**src/rtl/lifo_param.sv**
```systemverilog
// lifo_param: parametrised LIFO stack with registered top two entries, spill array, occupancy and sticky error flags
module lifo_param #(
   parameter int WIDTH = 8,
   parameter int DEPTH = 16
) (
   input  logic                       i_clk,
   input  logic                       i_rst,
   input  logic [WIDTH-1:0]           i_data,
   input  logic                       i_push,
   input  logic                       i_pop,
   output logic [WIDTH-1:0]           o_s0,
   output logic [WIDTH-1:0]           o_s1,
   output logic [$clog2(DEPTH+1)-1:0] o_cnt,
   output logic                       o_empty,
   output logic                       o_full,
   output logic                       o_overflow,
   output logic                       o_underflow
);
   localparam int CW = $clog2(DEPTH+1);
   localparam int SD = (DEPTH > 2) ? DEPTH - 2 : 1;
   localparam int AW = (SD > 1) ? $clog2(SD) : 1;
   logic [WIDTH-1:0] s0_q, s0_d, s1_q, s1_d, spill_rd;
   logic [CW-1:0]    cnt_q, cnt_d;
   logic             ovf_q, ovf_d, unf_q, unf_d;
   logic             do_push, do_pop, do_rep;
   assign o_empty  = cnt_q == '0;
   assign o_full   = cnt_q == CW'(DEPTH);
   assign do_push  = i_push & ~i_pop & ~o_full;
   assign do_pop   = i_pop & ~i_push & ~o_empty;
   assign do_rep   = i_push & i_pop & ~o_empty;
   generate
      if (DEPTH > 2) begin : g_spill
         logic [WIDTH-1:0] spill_q [SD];
         logic [AW-1:0]    wr_idx, rd_idx;
         assign wr_idx   = AW'(cnt_q - CW'(2));
         assign rd_idx   = AW'(cnt_q - CW'(3));
         assign spill_rd = spill_q[rd_idx];
         // Spill contents are deliberately left out of reset; cnt gates their visibility.
         always_ff @(posedge i_clk)
            if (!i_rst && do_push && cnt_q >= CW'(2)) spill_q[wr_idx] <= s1_q;
      end else begin : g_nospill
         assign spill_rd = '0;
      end
   endgenerate
   always_comb begin
      s0_d  = s0_q;
      s1_d  = s1_q;
      cnt_d = cnt_q;
      ovf_d = ovf_q | (i_push & ~i_pop & o_full);
      unf_d = unf_q | (i_pop & o_empty);
      if (do_push) begin
         s0_d  = i_data;
         s1_d  = s0_q;
         cnt_d = cnt_q + CW'(1);
      end
      if (do_pop) begin
         s0_d  = s1_q;
         s1_d  = (cnt_q >= CW'(3)) ? spill_rd : '0;
         cnt_d = cnt_q - CW'(1);
      end
      if (do_rep) s0_d = i_data;
   end
   always_ff @(posedge i_clk) begin
      if (i_rst) begin
         s0_q  <= '0;
         s1_q  <= '0;
         cnt_q <= '0;
         ovf_q <= 1'b0;
         unf_q <= 1'b0;
      end else begin
         s0_q  <= s0_d;
         s1_q  <= s1_d;
         cnt_q <= cnt_d;
         ovf_q <= ovf_d;
         unf_q <= unf_d;
      end
   end
   assign o_s0        = s0_q;
   assign o_s1        = s1_q;
   assign o_cnt       = cnt_q;
   assign o_overflow  = ovf_q;
   assign o_underflow = unf_q;
endmodule
```
**config.mk**
```make
export PLATFORM = sky130hd
export DESIGN_NAME = lifo_param
export DESIGN_NICKNAME = d
export VERILOG_FILES = /design/src/rtl/lifo_param.sv
export SDC_FILE = /design/constraint.sdc
export NUM_CORES = 1
export LEC_CHECK = 0
export CORE_AREA = 2 2 108 110
export DETAILED_ROUTE_END_ITERATION = 10
export DIE_AREA = 0 0 110 112
export GPL_ROUTABILITY_DRIVEN = 1
export PLACE_DENSITY = 0.86
export SYNTH_ARGS = -nofsm -noshare
export SYNTH_HDL_FRONTEND = slang
export SYNTH_SLANG_ARGS = --single-unit
```
**constraint.sdc**
```tcl
create_clock -name i_clk -period 4.5 [get_ports i_clk]
set_clock_uncertainty 0.05 [all_clocks]
set_input_delay 0.9 -clock i_clk [delete_from_list [all_inputs] [get_ports i_clk]]
set_output_delay 0.9 -clock i_clk [all_outputs]
set_load 0.01 [all_outputs]
```
### Layout detail

Bar = 10 um. Region (62, 8) to (102, 48) um. Cells in gray, sequential cells in the stronger gray; small squares are vias.
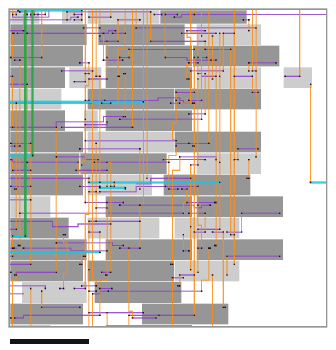
Key: met2 = orange; met1 = purple; met3 = cyan; met4 = green
Sequential cells in the window: 29. 47 logic cells have their middle in the window. Most frequent: edfxtp_1 (29), mux4_2 (7), clkbuf_16 (3). Netlist names of flops here include g_spill.spill_q (29).

### M3 wires

Bar = 20 um.
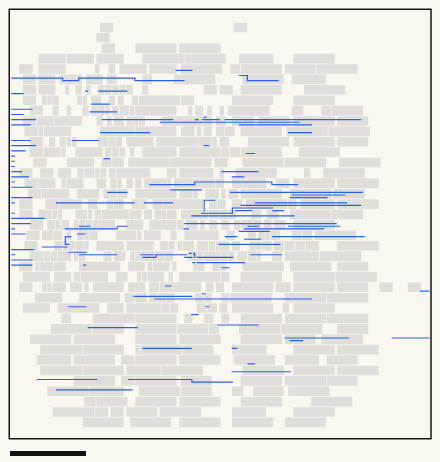
The longest straight run is 40.9 um. 80 nets have wire on it. The layer carries 1030 um of wire. The layer holds 8.1% of the routed length. The wires run mostly horizontal.
met3 usage in global routing: 0.0562
routed via count: 3715
Total Wirelength: 12.8 mm

==> flow report <==
OUTCOME
-----------------------------------------------------------------------------------
Run status                                                             finished clean

POWER
-----------------------------------------------------------------------------------
Sw Share                                                                      0.303
Power per standard cell area                                             596 nW/um2
Flop+latch power                                                            1.61 mW
Overall power                                                               4.24 mW
Power spent charging and discharging nets                                   1.28 mW
Combinational power                                                         1.19 mW
Clk. pwr                                                                    1.44 mW

FINISH
-----------------------------------------------------------------------------------
Commonest Layout Cell                                                            edfxtp_1
Layout multi-input combinational cell count                                     244
Fin area                                                                   7110 um2
Share of final layout cell area taken by clock buffers and inverters         0.0883
Area taken by flip-flops and latches                                       3820 um2
Flop Count                                                                      135
Number of non-clock inverters                                                    14
Non-filler instance count after layout                                          614
Logic area                                                                 1990 um2
Register with the most flip-flops                                      g_spill.spill_q
Layout net count                                                                477
ANT cells                                                                         0
Top cell class by occupied area                                        flip-flops and latches
Top cells excl fill/tap                                                112 x edfxtp_1, 36 x clkdlybuf4s50_1, 33 x nor2_1

STA
-----------------------------------------------------------------------------------
Final Slew Violations                                                             0
Min cycle time layout                                                       3.67 ns
Transition time of the tightest slew-check pin                              1.17 ns
Minimum setup slack in the final design                                    0.835 ns
Hold Violations, Final                                                            0

CLOCK TREE
-----------------------------------------------------------------------------------
CTS H-tree lvls                                                                   4
Clock slew seen by the registers of the worst setup and hold paths          0.06 ns
Clk root buf                                                              clkbuf_16
Clk buf depth                                                                     2
Hold-fix buffers, CTS                                                             0
TritonCTS clock tree                                                            yes
Setup repair bufs after CTS                                                       0

MIN PATH
-----------------------------------------------------------------------------------
Endpoint, Worst Hold                                                     o_overflow

PLACED DESIGN
-----------------------------------------------------------------------------------
Gpl congestion                                                                0.983
Pre-CTS setup slack                                                        0.873 ns
Area of placed instances                                                   6490 um2
Buffers added on ports                                                           36
Half-perimeter wire length after placement                                  8.31 mm

DETAILED ROUTING
-----------------------------------------------------------------------------------
Number of routed nets with antenna violations                                     0
Routed metal-1 wirelength                                                   5.18 mm
Vias per std cell                                                              6.05
Detailed-router iteration count before antenna repair                             5
Drc violations                                                                    0
Detailed Route Iter0 Violations                                                 303

GRT
-----------------------------------------------------------------------------------
Global-route wire length before repair                                      20.1 mm
Initial antenna violation count                                                   0

SETUP PATH
-----------------------------------------------------------------------------------
Register-to-register path setup slack                                       0.97 ns
CP Launch Point                                                            o_cnt[1]
Data arrival at the endpoint of the critical path                           2.72 ns
Critical Path, Cell by Cell                                            inv_1 -> ha_1 -> nor4b_2 -> clkdlybuf4s50_1
Endpoint of the worst-slack reg-to-reg timing path                         o_cnt[2]
Critical path start-end classification                                   reg -> out
Maximum fanout count along the critical path                                     11
Depth of the worst register-to-register path                                     10

LOGIC SYNTHESIS
-----------------------------------------------------------------------------------
Yosys stat cell total                                                           417
Number of synthesized flops with an enable pin                                  112
Total cell area reported by yosys after synthesis                          6030 um2
Dominant comb cell                                                     AND-OR/OR-AND gates
Area share of the largest cell type after synthesis                           0.558
Synth Cell Area                                                            6030 um2
Multiplexer fraction of the synthesized cell area                             0.104
Cell type with the largest total area                                      edfxtp_1

DIE
-----------------------------------------------------------------------------------
Core Area                                                                 11200 um2

JOB
-----------------------------------------------------------------------------------
Max-cap viol count                                                                0
Number of OpenROAD warnings                                                      30

### Met1 routing

Bar = 20 um. Supply wires on this layer in gray.
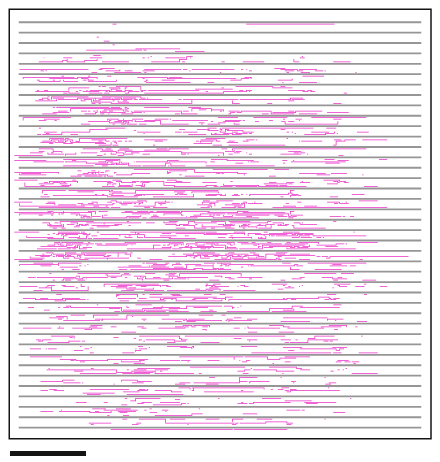
438 nets have wire on it. The longest straight run is 35.0 um. The layer holds 41% of the routed length.
GR Util met1: 0.321

### Selected gate families

Bar = 20 um.
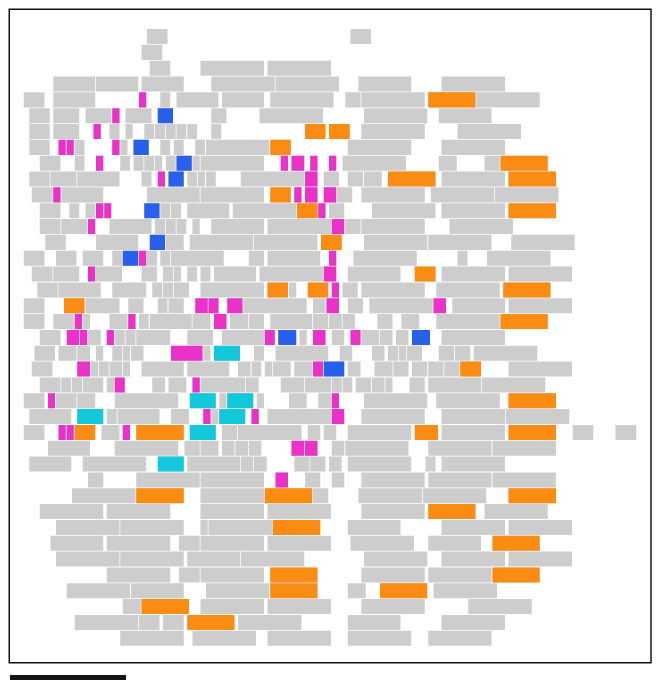
Key: multiplexers = orange [cells 35]; adder and majority cells = cyan [cells 7]; NOR gates = magenta [cells 57]; AND-OR and OR-AND gates = blue [cells 10]

Power figures rest on the tool's default switching activity, not on a simulated workload.
